Run 1, signal wires on met4:
The bar under the picture is 50 um long.
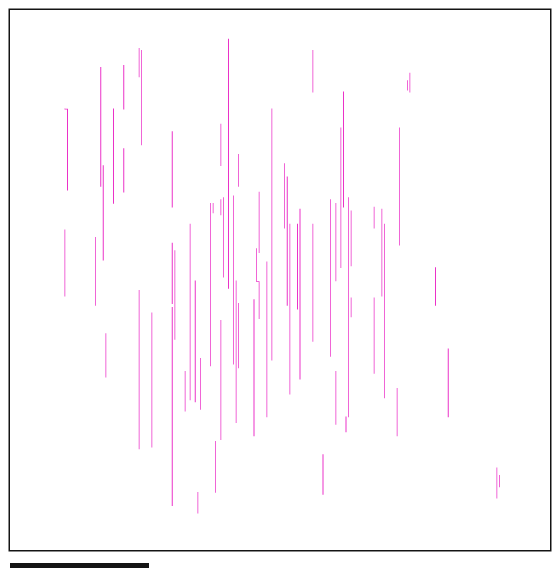
Run 1, gate-type map:
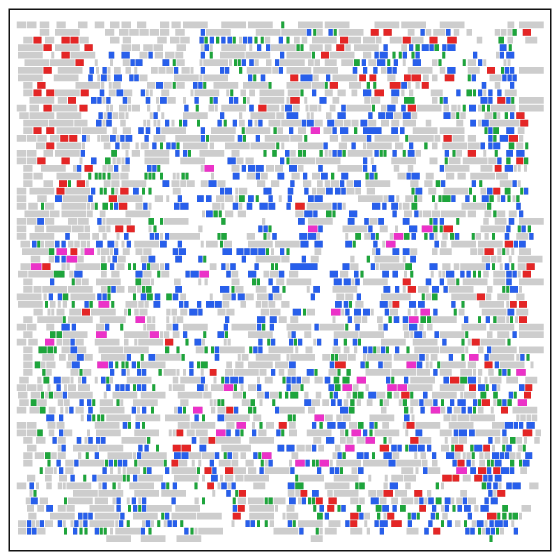
Run 1, track usage over the die:
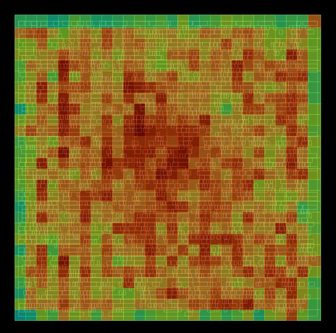
`config.mk`:
```
export PLATFORM = sky130hd
export DESIGN_NAME = muldiv_unit
export DESIGN_NICKNAME = d
export VERILOG_FILES = /design/src/rtl/muldiv_pkg.sv /design/src/rtl/muldiv_divstep.sv /design/src/rtl/muldiv_unit.sv
export SDC_FILE = /design/constraint.sdc
export NUM_CORES = 1
export LEC_CHECK = 0
export CORE_MARGIN = 2
export CORE_UTILIZATION = 55
export DETAILED_ROUTE_END_ITERATION = 6
export PLACE_DENSITY_LB_ADDON = 0.1
export RECOVER_POWER = 25
export SYNTH_ARGS = -nofsm -noshare
export SYNTH_HDL_FRONTEND = slang
export SYNTH_SLANG_ARGS = --single-unit
```
`constraint.sdc`:
```
create_clock -name clk -period 7.6 [get_ports clk]
set_clock_uncertainty 0.05 [all_clocks]
set_input_delay 1.52 -clock clk [delete_from_list [all_inputs] [get_ports clk]]
set_output_delay 1.52 -clock clk [all_outputs]
set_load 0.01 [all_outputs]
```
`src/rtl/muldiv_pkg.sv`:
```
// muldiv_pkg: shared types for the iterative multiply/divide unit.
//   muldiv_op_e    - operation encoding on the op port
//   muldiv_state_e - control FSM states
//   is_signed_op() - true when src_a is interpreted as two's complement
//   is_div_op()    - true for the DIV/DIVU/REM/REMU family
//   is_rem_op()    - true when the remainder is the returned result
package muldiv_pkg;

  typedef enum logic [2:0] {
    OP_MUL    = 3'b000,
    OP_MULH   = 3'b001,
    OP_MULHSU = 3'b010,
    OP_MULHU  = 3'b011,
    OP_DIV    = 3'b100,
    OP_DIVU   = 3'b101,
    OP_REM    = 3'b110,
    OP_REMU   = 3'b111
  } muldiv_op_e;

  typedef enum logic [1:0] {
    ST_IDLE = 2'b00,
    ST_BUSY = 2'b01,
    ST_DONE = 2'b10
  } muldiv_state_e;

  // MUL only uses the low half, so signed or unsigned treatment gives the
  // same bits; it is grouped with the signed ops for uniformity.
  function automatic logic is_signed_op(muldiv_op_e op);
    return (op == OP_MUL) || (op == OP_MULH) || (op == OP_MULHSU) ||
           (op == OP_DIV) || (op == OP_REM);
  endfunction

  function automatic logic is_div_op(muldiv_op_e op);
    return (op == OP_DIV) || (op == OP_DIVU) || (op == OP_REM) || (op == OP_REMU);
  endfunction

  function automatic logic is_rem_op(muldiv_op_e op);
    return (op == OP_REM) || (op == OP_REMU);
  endfunction

endpackage

```
`src/rtl/muldiv_divstep.sv`:
```
// muldiv_divstep: one combinational restoring-division step.
//   rem_in   - partial remainder (always < divisor)
//   quo_in   - remaining dividend bits shifted in from the MSB, quotient
//              bits collected at the LSB
//   divisor  - divisor magnitude
//   rem_out  - updated partial remainder
//   quo_out  - quo_in shifted left with the new quotient bit in bit 0
module muldiv_divstep
  import muldiv_pkg::*;
#(
  parameter int DATA_WIDTH = 32
) (
  input  logic [DATA_WIDTH-1:0] rem_in,
  input  logic [DATA_WIDTH-1:0] quo_in,
  input  logic [DATA_WIDTH-1:0] divisor,
  output logic [DATA_WIDTH-1:0] rem_out,
  output logic [DATA_WIDTH-1:0] quo_out
);

  logic [DATA_WIDTH:0] shifted;
  logic [DATA_WIDTH:0] diff;

  always_comb begin
    shifted = {rem_in, quo_in[DATA_WIDTH-1]};
    diff    = shifted - {1'b0, divisor};
    // Since rem_in < divisor, shifted < 2*divisor: the MSB of the
    // difference is a clean borrow flag.
    if (diff[DATA_WIDTH]) begin
      rem_out = shifted[DATA_WIDTH-1:0];
      quo_out = {quo_in[DATA_WIDTH-2:0], 1'b0};
    end else begin
      rem_out = diff[DATA_WIDTH-1:0];
      quo_out = {quo_in[DATA_WIDTH-2:0], 1'b1};
    end
  end

endmodule

```
`src/rtl/muldiv_unit.sv`:
```
// muldiv_unit: iterative radix-2 multiply/divide unit (RISC-V M op set).
//   clk, rst_n           - clock, asynchronous active-low reset
//   flush                - synchronous kill of any in-flight operation
//   in_valid/in_ready    - request handshake (op, src_a, src_b)
//   out_valid/out_ready  - result handshake (result, zero)
//   busy                 - high whenever the unit is not idle
// Build option MULDIV_FAST_MUL_EN: multiplies complete through a registered
// single-cycle multiplier instead of the shift-add loop.
//
// state   | meaning
// IDLE    | waiting for a request, in_ready high
// BUSY    | one shift-add / shift-subtract step per cycle
// DONE    | result held on the output until out_ready
module muldiv_unit
  import muldiv_pkg::*;
#(
  parameter  int DATA_WIDTH    = 32,
  parameter  int OPCODE_LENGTH = 3,
  localparam int CNT_WIDTH     = $clog2(DATA_WIDTH + 1)
) (
  input  logic                     clk,
  input  logic                     rst_n,
  input  logic                     flush,
  input  logic                     in_valid,
  output logic                     in_ready,
  input  logic [OPCODE_LENGTH-1:0] op,
  input  logic [DATA_WIDTH-1:0]    src_a,
  input  logic [DATA_WIDTH-1:0]    src_b,
  output logic                     out_valid,
  input  logic                     out_ready,
  output logic [DATA_WIDTH-1:0]    result,
  output logic                     zero,
  output logic                     busy
);

  localparam int W = DATA_WIDTH;
  localparam logic [W-1:0] MOST_NEG = {1'b1, {(W-1){1'b0}}};

  muldiv_state_e           state_q;
  muldiv_op_e              op_q;
  logic [CNT_WIDTH-1:0]    cnt_q;
  logic [W-1:0]            mcand_q;
  logic [2*W-1:0]          prod_q;
  logic [W-1:0]            rem_q;
  logic [W-1:0]            quo_q;
  logic [W-1:0]            divisor_q;
  logic                    neg_res_q;
  logic                    neg_rem_q;
  logic [W-1:0]            result_q;
  logic                    zero_q;
  logic                    in_ready_q;
  logic                    out_valid_q;
  logic                    busy_q;

  // Accept-stage decode
  muldiv_op_e              op_in;
  logic                    a_sgn;
  logic                    b_sgn;
  logic [W-1:0]            a_mag;
  logic [W-1:0]            b_mag;
  logic                    special;
  logic [W-1:0]            special_res;

  always_comb begin
    op_in = muldiv_op_e'(op);
    a_sgn = is_signed_op(op_in) & src_a[W-1];
    b_sgn = is_signed_op(op_in) & (op_in != OP_MULHSU) & src_b[W-1];
    a_mag = a_sgn ? -src_a : src_a;
    b_mag = b_sgn ? -src_b : src_b;

    special     = 1'b0;
    special_res = '0;
    if (is_div_op(op_in)) begin
      if (src_b == '0) begin
        special     = 1'b1;
        special_res = is_rem_op(op_in) ? src_a : '1;
      end else if (((op_in == OP_DIV) || (op_in == OP_REM)) &&
                   (src_a == MOST_NEG) && (src_b == '1)) begin
        special     = 1'b1;
        special_res = is_rem_op(op_in) ? '0 : src_a;
      end
    end else if ((src_a == '0) || (src_b == '0)) begin
      special     = 1'b1;
      special_res = '0;
    end
  end

`ifdef MULDIV_FAST_MUL_EN
  logic signed [W:0]     fast_a;
  logic signed [W:0]     fast_b;
  logic signed [2*W+1:0] fast_full;
  logic [W-1:0]          fast_res;

  // Operands widened by one bit so MULHSU/MULHU share the signed multiplier.
  always_comb begin
    fast_a    = {a_sgn, src_a};
    fast_b    = {b_sgn, src_b};
    fast_full = fast_a * fast_b;
    fast_res  = (op_in == OP_MUL) ? fast_full[W-1:0] : fast_full[2*W-1:W];
  end
`endif

  // Iteration datapath
  logic [W:0]     mul_sum;
  logic [2*W-1:0] prod_nxt;
  logic [2*W-1:0] prod_fin;
  logic [W-1:0]   rem_nxt;
  logic [W-1:0]   quo_nxt;
  logic [W-1:0]   final_res;

  muldiv_divstep #(.DATA_WIDTH(W)) u_divstep (
    .rem_in  (rem_q),
    .quo_in  (quo_q),
    .divisor (divisor_q),
    .rem_out (rem_nxt),
    .quo_out (quo_nxt)
  );

  always_comb begin
    mul_sum  = {1'b0, prod_q[2*W-1:W]} + (prod_q[0] ? {1'b0, mcand_q} : '0);
    prod_nxt = {mul_sum, prod_q[W-1:1]};
    prod_fin = neg_res_q ? -prod_nxt : prod_nxt;
    case (op_q)
      OP_MUL:                     final_res = prod_fin[W-1:0];
      OP_MULH, OP_MULHSU, OP_MULHU: final_res = prod_fin[2*W-1:W];
      OP_DIV, OP_DIVU:            final_res = neg_res_q ? -quo_nxt : quo_nxt;
      default:                    final_res = neg_rem_q ? -rem_nxt : rem_nxt;
    endcase
  end

  always_ff @(posedge clk or negedge rst_n) begin
    if (!rst_n) begin
      state_q     <= ST_IDLE;
      op_q        <= OP_MUL;
      cnt_q       <= '0;
      mcand_q     <= '0;
      prod_q      <= '0;
      rem_q       <= '0;
      quo_q       <= '0;
      divisor_q   <= '0;
      neg_res_q   <= 1'b0;
      neg_rem_q   <= 1'b0;
      result_q    <= '0;
      zero_q      <= 1'b0;
      in_ready_q  <= 1'b1;
      out_valid_q <= 1'b0;
      busy_q      <= 1'b0;
    end else if (flush) begin
      state_q     <= ST_IDLE;
      result_q    <= '0;
      zero_q      <= 1'b0;
      in_ready_q  <= 1'b1;
      out_valid_q <= 1'b0;
      busy_q      <= 1'b0;
    end else begin
      case (state_q)
        ST_IDLE: begin
          if (in_valid) begin
            op_q       <= op_in;
            neg_res_q  <= a_sgn ^ b_sgn;
            neg_rem_q  <= a_sgn;
            mcand_q    <= a_mag;
            prod_q     <= {{W{1'b0}}, b_mag};
            rem_q      <= '0;
            quo_q      <= a_mag;
            divisor_q  <= b_mag;
            cnt_q      <= '0;
            in_ready_q <= 1'b0;
            busy_q     <= 1'b1;
            if (special) begin
              state_q     <= ST_DONE;
              result_q    <= special_res;
              zero_q      <= (special_res == '0);
              out_valid_q <= 1'b1;
`ifdef MULDIV_FAST_MUL_EN
            end else if (!is_div_op(op_in)) begin
              state_q     <= ST_DONE;
              result_q    <= fast_res;
              zero_q      <= (fast_res == '0);
              out_valid_q <= 1'b1;
`endif
            end else begin
              state_q <= ST_BUSY;
            end
          end
        end

        ST_BUSY: begin
          prod_q <= prod_nxt;
          rem_q  <= rem_nxt;
          quo_q  <= quo_nxt;
          cnt_q  <= cnt_q + CNT_WIDTH'(1);
          if (cnt_q == CNT_WIDTH'(W - 1)) begin
            state_q     <= ST_DONE;
            result_q    <= final_res;
            zero_q      <= (final_res == '0);
            out_valid_q <= 1'b1;
          end
        end

        ST_DONE: begin
          if (out_ready) begin
            state_q     <= ST_IDLE;
            result_q    <= '0;
            zero_q      <= 1'b0;
            in_ready_q  <= 1'b1;
            out_valid_q <= 1'b0;
            busy_q      <= 1'b0;
          end
        end

        default: begin
          state_q     <= ST_IDLE;
          in_ready_q  <= 1'b1;
          out_valid_q <= 1'b0;
          busy_q      <= 1'b0;
        end
      endcase
    end
  end

  assign in_ready  = in_ready_q;
  assign out_valid = out_valid_q;
  assign result    = result_q;
  assign zero      = zero_q;
  assign busy      = busy_q;

endmodule

```
==> notes.md, run 1 <==
Notes on the flow outputs.

- The cell area after placement reads 21300 um2.
- The largest stage delay on the critical path reads 0.75 ns.
- The clock reaches the later pin of the worst-skew pair after 0.59 ns.
- The flow ran to the end, but the final reports show violations.
- The complex-gate fraction of the synthesized area reads 0.275.
- The count of distinct cell types in the synthesized netlist reads 88.
- The combined area of the multi-input logic cells reads 13100 um2.
- The effective utilization at floorplan reads 0.559.
- The capturing element type of the critical path is a register.
- The total die size reads 37800 um2.
- The final layout contains routed wiring with a total length of 74.9 mm.
- Setup repair after global routing left no endpoint under its margin.
- The routability congestion estimate from global placement is 1.02.
- The share of the yosys chip area belonging to registers reads 0.302.
- The checks that failed: max-capacitance violations, max-slew violations.
- The number of antenna diodes in the final layout is 0.
- Multi-input logic gates represent a cell area share of 0.588.
- STA lists the maximum fanout along the critical path as 5.
- The number of pins exceeding their max-slew limit in the final report is 109.
- The critical path's top delay family is simple AND/OR/NAND/NOR gates.
- For reference, the placement row count at floorplan is 69.
- The buffering stage count on the worst path with inverters included reads 3.
- The layout inverter count without the clock tree is 66.
- The detail-routed via count per cell is 6.74.
- The violation count after the first detailed-routing iteration reads 2664.
- The clock-cell share of area reads 0.0457.
- Per the finish-stage timing summary, setup violations number 0.
- The library cells used most frequently in the layout, excluding fill and tap cells, are nand2_1, o21ai_0, dfrtp_1.
- Measured against its own limit, the worst slew margin works out to -2.47.
- Between the synthesized netlist and the finished layout, the area growth was recorded as 11.9%.
- The number of multi-input combinational cells in the layout is 2115.
- The clock period could shrink to 6.97 ns.
- The data arrival time at the worst-slack endpoint is 7.43 ns.
- The number of routed nets with antenna violations is 0.
- The total cells reported by yosys after synthesis reads 2574.
- The area fraction in full adders, half adders and majority gates is 0.0484.
- The total number of nets in the final design reads 2740.
- The number of sinks driven by the clock tree reads 241.
- The tree is rooted in a clkbuf_16.
- The max-cap check violation count is 1.
- The share of synthesized cell area in and, or, nand and nor gates is 0.222.
- Grouping non-sequential cells by family puts the most area in AND-OR/OR-AND gates.
- The met3 track utilization from global routing is 0.0975.
- The port buffer count reads 107.
- The type of origin of the critical path is a register.
- The flow inserted 461 tap cells.
- Averaged over all synthesized cells, the footprint is 7.75 um2.
- The area used by sequential logic in the layout reads 6030 um2.
- The synthesized design contains 0 enable-type register cells.
- The die boundary height reads 194 um.
- The number of global-route vias before repair reads 19100.
- The gate count of the mapped netlist reads 2574.
- The critical path in this run is classified as reg -> reg.
- The number of antenna violations at the first check in global routing was 0.
- The largest net degree at the start of global routing is 109.
- The most crowded layer after global routing is met1.
- Per the detail_route log, met3 wirelength is 8.79 mm.
- The number of OpenROAD warnings is 33.
- The fraction of standard cell area that is sequential reads 0.270.
- The number of buffers on the longest clock path reads 3.
- The global route stage reports its total congestion overflow as 0.
- The most instantiated flip-flop cell in the synthesis netlist reads dfrtp_1.
- In the final layout, the share of cells above drive strength 1 is 0.0532.
- The share of synthesized area spent on multiplexers is 0.0211.
- The cell area after layout reads 22300 um2.
-- 'signal wires on met4' (at the start) --
nets with wire on the layer: 59
main direction: vertical
longest straight run: 90.4 um

-- 'gate-type map' (at the start) --
legend:
  NAND gates:
    color: green
    cells: 429
    most_used: nand2_1
    where: widely spread
  AND-OR and OR-AND gates:
    color: red
    cells: 130
    most_used: a22o_1
    where: widely spread
  inverting AOI/OAI gates:
    color: blue
    cells: 735
    most_used: o21ai_0
    where: widely spread
  multiplexers:
    color: magenta
    cells: 41
    most_used: mux2i_1

-- 'track usage over the die' (at the start) --
all-layer global routing usage: 0.388
routing usage on met2: 0.564
average routed wire per standard cell: 24.3 um
met1 layer usage reported by global route: 0.568

==> run 1: cells by family (layout without fill, tap and decap cells) <==
| family | count (synthesis) | in the layout |
|---|---|---|
| adders and majority gates | 76 | 76 |
| DFF | 241 | 241 |
| AOI/OAI and AO/OA | 865 | 865 |
| buffers and inverters | 218 | 259 |
| muxes | 41 | 41 |
| xor gates and xnor gates | 203 | 203 |
| and+or+nand+nor | 930 | 930 |
==> run 1: worst paths after layout <==
| kind | from | end | slack (ns) | cells past startpoint |
|---|---|---|---|---|
| worst max-delay path | quo_q[31] | zero | 0.63 | 24 |
| worst min-delay path | mcand_q[28] | mcand_q[28] | 0.42 | 2 |
| worst max register to register | quo_q[31] | zero | 0.63 | 24 |
| worst min register to register | mcand_q[28] | mcand_q[28] | 0.42 | 2 |
| max in group asynchronous | rst_n | neg_res_q | 1.48 | 2 |
| min in group asynchronous | rst_n | prod_q[28] | 3.02 | 1 |
==> run 1: cells in the mapped netlist (all sizes together) (8+ instances only) <==
master / instances / area [um2]
a2111oi: 9 / 97.6
a211oi: 23 / 178
a21o: 21 / 158
a21oi: 181 / 910
a221oi: 8 / 70.1
a22o: 57 / 499
a22oi: 14 / 105
a31o: 8 / 70.1
a31oi: 22 / 138
and2: 52 / 325
and3: 12 / 75.1
buf: 20 / 78.8
clkbuf: 132 / 495
dfrtp: 240 / 6010
ha: 74 / 926
inv: 65 / 244
mux2: 8 / 90.1
mux2i: 33 / 330
nand2: 337 / 1260
nand2b: 16 / 100
nand3: 35 / 175
nand4: 32 / 200
nor2: 235 / 885
nor2b: 11 / 68.8
nor3: 53 / 265
nor4: 32 / 206
o2111ai: 8 / 70.1
o211a: 8 / 80.1
o211ai: 18 / 135
o21a: 13 / 97.6
o21ai: 309 / 1550
o221ai: 10 / 87.6
o22ai: 32 / 200
o31ai: 49 / 373
o41ai: 22 / 193
or2: 13 / 81.3
or3: 33 / 206
or4: 34 / 270
xnor2: 99 / 867
xor2: 104 / 911
==> run 1: repair_timing <==
item,CTS,global route
hold buffers,0,0
setup endpoints to repair,0,1
endpoints found under the hold margin,0,0
resized,0,1
==> run 1: through the flow <==
stage	hold slack, ns	utilization	std cells	worst slack (ns)
6_report	0.423	0.626	3076	0.630
4_1_cts	0.427	0.626	3076	0.602
5_1_grt	0.440	0.626	3076	0.162
3_5_place_dp	0.413	0.597	3022	0.626
2_1_floorplan	0.392	-	2574	0.402
3_3_place_gp	0.405	0.597	3022	0.832
==> run 1: worst reg2reg max path: cells and delay by family, from the launching register on <==
family	cells	cell delay, ns
AND-OR/OR-AND	10	2.25
XOR/XNOR	1	0.16
adder cells (fa/ha/maj)	3	0.71
buffers and inverters	3	0.31
flip-flops	1	0.41
AND/OR/NAND/NOR	7	3.00
==> run 1: sequential cells by signal, summed over array words and instances (netlist names) <==
register and count:
quo_q 32, op_q 3, rem_q 32, neg_res_q 1, in_ready 1, divisor_q 32, state_q 2, mcand_q 32
out_valid 1, busy 1, zero 1, cnt_q 6, prod_q 64, result 32, neg_rem_q 1
Run 1, sequential cells colored by netlist name:
The bar under the picture is 50 um long. Other sequential cells in the stronger gray, the rest of the logic in the fainter gray.
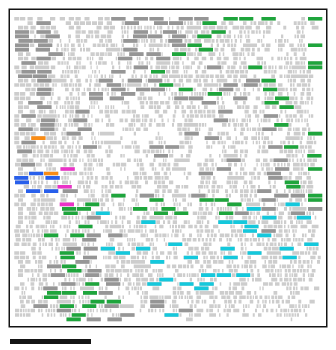

==> run 2: changes to the inputs <==
--- a/config.mk
+++ b/config.mk
@@ -9,3 +9,5 @@
 export CORE_UTILIZATION = 55
+export CTS_BUF_LIST = sky130_fd_sc_hd__clkbuf_4 sky130_fd_sc_hd__clkbuf_8
 export DETAILED_ROUTE_END_ITERATION = 6
+export DONT_BUFFER_PORTS = 1
 export PLACE_DENSITY_LB_ADDON = 0.1
--- a/constraint.sdc
+++ b/constraint.sdc
@@ -4,2 +4,2 @@
 set_output_delay 1.52 -clock clk [all_outputs]
-set_load 0.01 [all_outputs]
+set_load 0.1 [all_outputs]
Run 2, sequential cells colored by netlist name:
The bar under the picture is 50 um long. Other sequential cells in the stronger gray, the rest of the logic in the fainter gray.
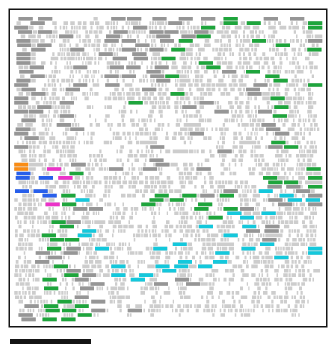
legend:
  cnt_q:
    color: blue
    sequential_cells: 6
    where: left middle
  op_q:
    color: magenta
    sequential_cells: 3
  rem_q:
    color: cyan
    sequential_cells: 32
    where: a horizontal strip, bottom
  prod_q:
    color: green
    sequential_cells: 64
    where: widely spread
  state_q:
    color: orange
    sequential_cells: 2
not colored: 134

Run 2, metal layers overlaid:
Only two layers are drawn.
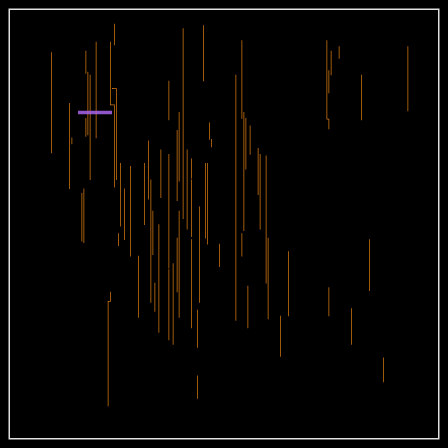
legend:
  met5:
    color: purple
    wire_length: 13.8 um
  met4:
    color: orange
    wire_length: 2090 um

==> run 2 against run 1 <==
The flow now finishes without violations; count of clock-buffer cells in the layout increased by 27; design area decreased by 4.5%; global-route usage increased by 0.16 points; via count decreased by 2.0%; routed wire length decreased by 0.48%; die size unchanged; synthesized cell count unchanged; worst setup slack improved by 0.045 ns; sequential share of layout area increased by 1.3 points.
==> notes.md, run 2 <==
Notes on the flow outputs.

- The effective utilization at floorplan came to 0.559 (unchanged).
- The die boundary height was 194 um (unchanged).
- The number of flip-flops in the largest register is 64 (unchanged).
- The violation count after the first detailed-routing iteration is 2341 (was 2664).
- The synthesis-to-finish area growth is 6.85% (was 11.9%).
- Commonest cells after routing, fill and taps aside: nand2_1, o21ai_0, dfrtp_1 (unchanged).
- The total routing usage reported by global routing is 0.390 (was 0.388).
- The number of sinks driven by the clock tree is 241 (unchanged).
- The synthesized area divided by synthesized cell count came to 7.75 um2 (unchanged).
- The number of routed nets with antenna violations is 0 (unchanged).
- The count of non-filler cells in the finished layout is 2999 (was 3076).
- The minimum setup slack among reg-to-reg paths reads 0.68 ns (was 0.63 ns).
- The total number of nets in the final design reads 2649 (was 2740).
- The final number of setup-violating endpoints is 0 (unchanged).
- The start-to-end type of the worst setup path is reg -> reg (unchanged).
- Result of the run: finished clean (was finished, violations left).
- The count of flip-flops with a built-in enable after synthesis reads 0 (unchanged).
- The shortest period the worst path allows was 6.92 ns (was 6.97 ns).
- The number of antenna violations at the first check in global routing reads 1 (was 0).
- The type of origin of the critical path is a register (unchanged).
- The worst hold slack is 0.423 ns (about the same).
- The capturing element type of the critical path is a register (unchanged).
- The overflow left after global routing is 0 (unchanged).
- The post-CTS resize count reads 0 (unchanged).
- The largest stage delay on the critical path came to 0.75 ns (about the same).
- The share of the yosys chip area belonging to registers reads 0.302 (unchanged).
- The hold path endpoint reads mcand_q[9] (was mcand_q[28]).
- The antenna cell count is 0 (unchanged).
- The number of pins exceeding their max-slew limit in the final report came to 0 (was 109).
- The number of cell rows is 69 (unchanged).
- The number of buffers on the longest clock path reads 3 (unchanged).
- The number of cells traversed by the worst register-to-register path is 24 (unchanged).
- The routability congestion estimate from global placement is 0.988 (was 1.02).
- Main area contributors after synthesis: dfrtp_1, o21ai_0, nand2_1, ha_1, xor2_1 (unchanged).
- The maximum fanout along the worst path was 5 (unchanged).
- The largest net degree at the start of global routing is 242 (was 109).
- The average routed wire per standard cell was 24.8 um (was 24.3 um).
- The most flop-heavy register reads prod_q (unchanged).
- The port buffer count reads 0 (was 107).
- The transition time at the pin with the least slew margin is 1.17 ns (was 5.20 ns).
- The hold-critical path depth reads 2 (unchanged).
- The critical register-to-register path startpoint reads quo_q[31] (unchanged).
- The TritonCTS clock tree is done (unchanged).
- The area share of the largest cell type after synthesis is 0.301 (unchanged).
- The total placed cells including tap cells reads 2914 (was 3022).
- The capture point of the worst reg-to-reg path reads zero (unchanged).
- The startpoint of the most critical hold path is mcand_q[9] (was mcand_q[28]).
- The data arrival time at the worst-slack endpoint came to 7.44 ns (was 7.43 ns).
- The max-cap check violation count reads 0 (was 1).
- The most instantiated flip-flop cell in the synthesis netlist was dfrtp_1 (unchanged).
- The root buffer cell reads clkbuf_8 (was clkbuf_16).
- The gate count of the mapped netlist reads 2574 (unchanged).
- The count of distinct cell types in the synthesized netlist is 88 (unchanged).
- The post-CTS setup repair buffer count is 0 (unchanged).
- The total cells reported by yosys after synthesis reads 2574 (unchanged).
- The total length of routed wires is 74.5 mm (was 74.9 mm).
- The library cell with the highest instance count after synthesis is nand2_1 (unchanged).
- The cts-stage hold buffer count is 0 (unchanged).
- The headroom to the max-slew limit reads 0.219 (was -2.47).
- The number of OpenROAD warnings is 33 (unchanged).
- The number of global-route vias before repair is 18800 (was 19100).
- The fraction of layout cells with a size suffix above 1 reads 0.0674 (was 0.0532).
- The cell type contributing the most total cell area after synthesis is dfrtp_1 (unchanged).
- Cell types with the highest counts after synthesis: nand2_1, o21ai_0, dfrtp_1, nor2_1, a21oi_1 (unchanged).
- The insertion delay at the late pin of the worst-skew pair is 0.64 ns (was 0.59 ns).
[run 2: cell counts after synthesis]
Identical to the previous run, type by type.
[run 2: routing by layer]
metal	GRT usage	up-vias	part of all wire
met1	0.563	9809	0.44
met3	0.123	156	0.12
met5	0	-	0.00017
met4	0.113	2	0.028
li1	-	9269	-
met2	0.557	1075	0.41
[run 2: area by class of cell]
class	count	area, um2	area share
multi-input combinational	2115	13100	0.616
sequential	241	6030	0.283
clock buffer	65	826	0.0388
tap	461	577	0.0271
clock inverter	20	264	0.0124
inverter	66	248	0.0116
timing repair buffer	31	233	0.0109
[run 2: cell families (layout without fill, tap and decap cells)]
| kind of cell | Yosys count | count (layout) | share of synthesized area |
|---|---|---|---|
| AND-OR/OR-AND | 865 | 865 | 0.275 |
| XOR/XNOR | 203 | 203 | 0.0892 |
| adder cells (fa/ha/maj) | 76 | 76 | 0.0484 |
| buffers and inverters | 218 | 182 | 0.0412 |
| flip-flops | 241 | 241 | 0.302 |
| multiplexers | 41 | 41 | 0.0211 |
| AND/OR/NAND/NOR | 930 | 930 | 0.222 |
[run 2: critical path: cells and delay by family, from the launching register on]
| family | cells | cell delay (ns) |
|---|---|---|
| and+or+nand+nor | 7 | 3.11 |
| adders and majority gates | 3 | 0.70 |
| AOI/OAI and AO/OA | 10 | 2.13 |
| buffers and inverters | 3 | 0.30 |
| xor gates and xnor gates | 1 | 0.15 |
| DFF | 1 | 0.41 |
[run 2: worst max path at each step]
stage,startpoint,to,cells past startpoint
finish,quo_q[31],zero,24
global route,quo_q[31],zero,23
CTS,quo_q[31],zero,24
detailed placement,quo_q[31],zero,24
global placement,quo_q[31],zero,26
floorplan,quo_q[31],zero,29
[run 2: through the flow]
step / setup WS (ns) / instance area, um2 / util
final: 0.675 / 21300 / 0.598
after floorplan: 0.402 / 19900 / -
after detailed placement: 0.816 / 20200 / 0.567
after global placement: 1.02 / 20200 / 0.567
after CTS: 0.791 / 21300 / 0.598
after global routing: 0.265 / 21300 / 0.598
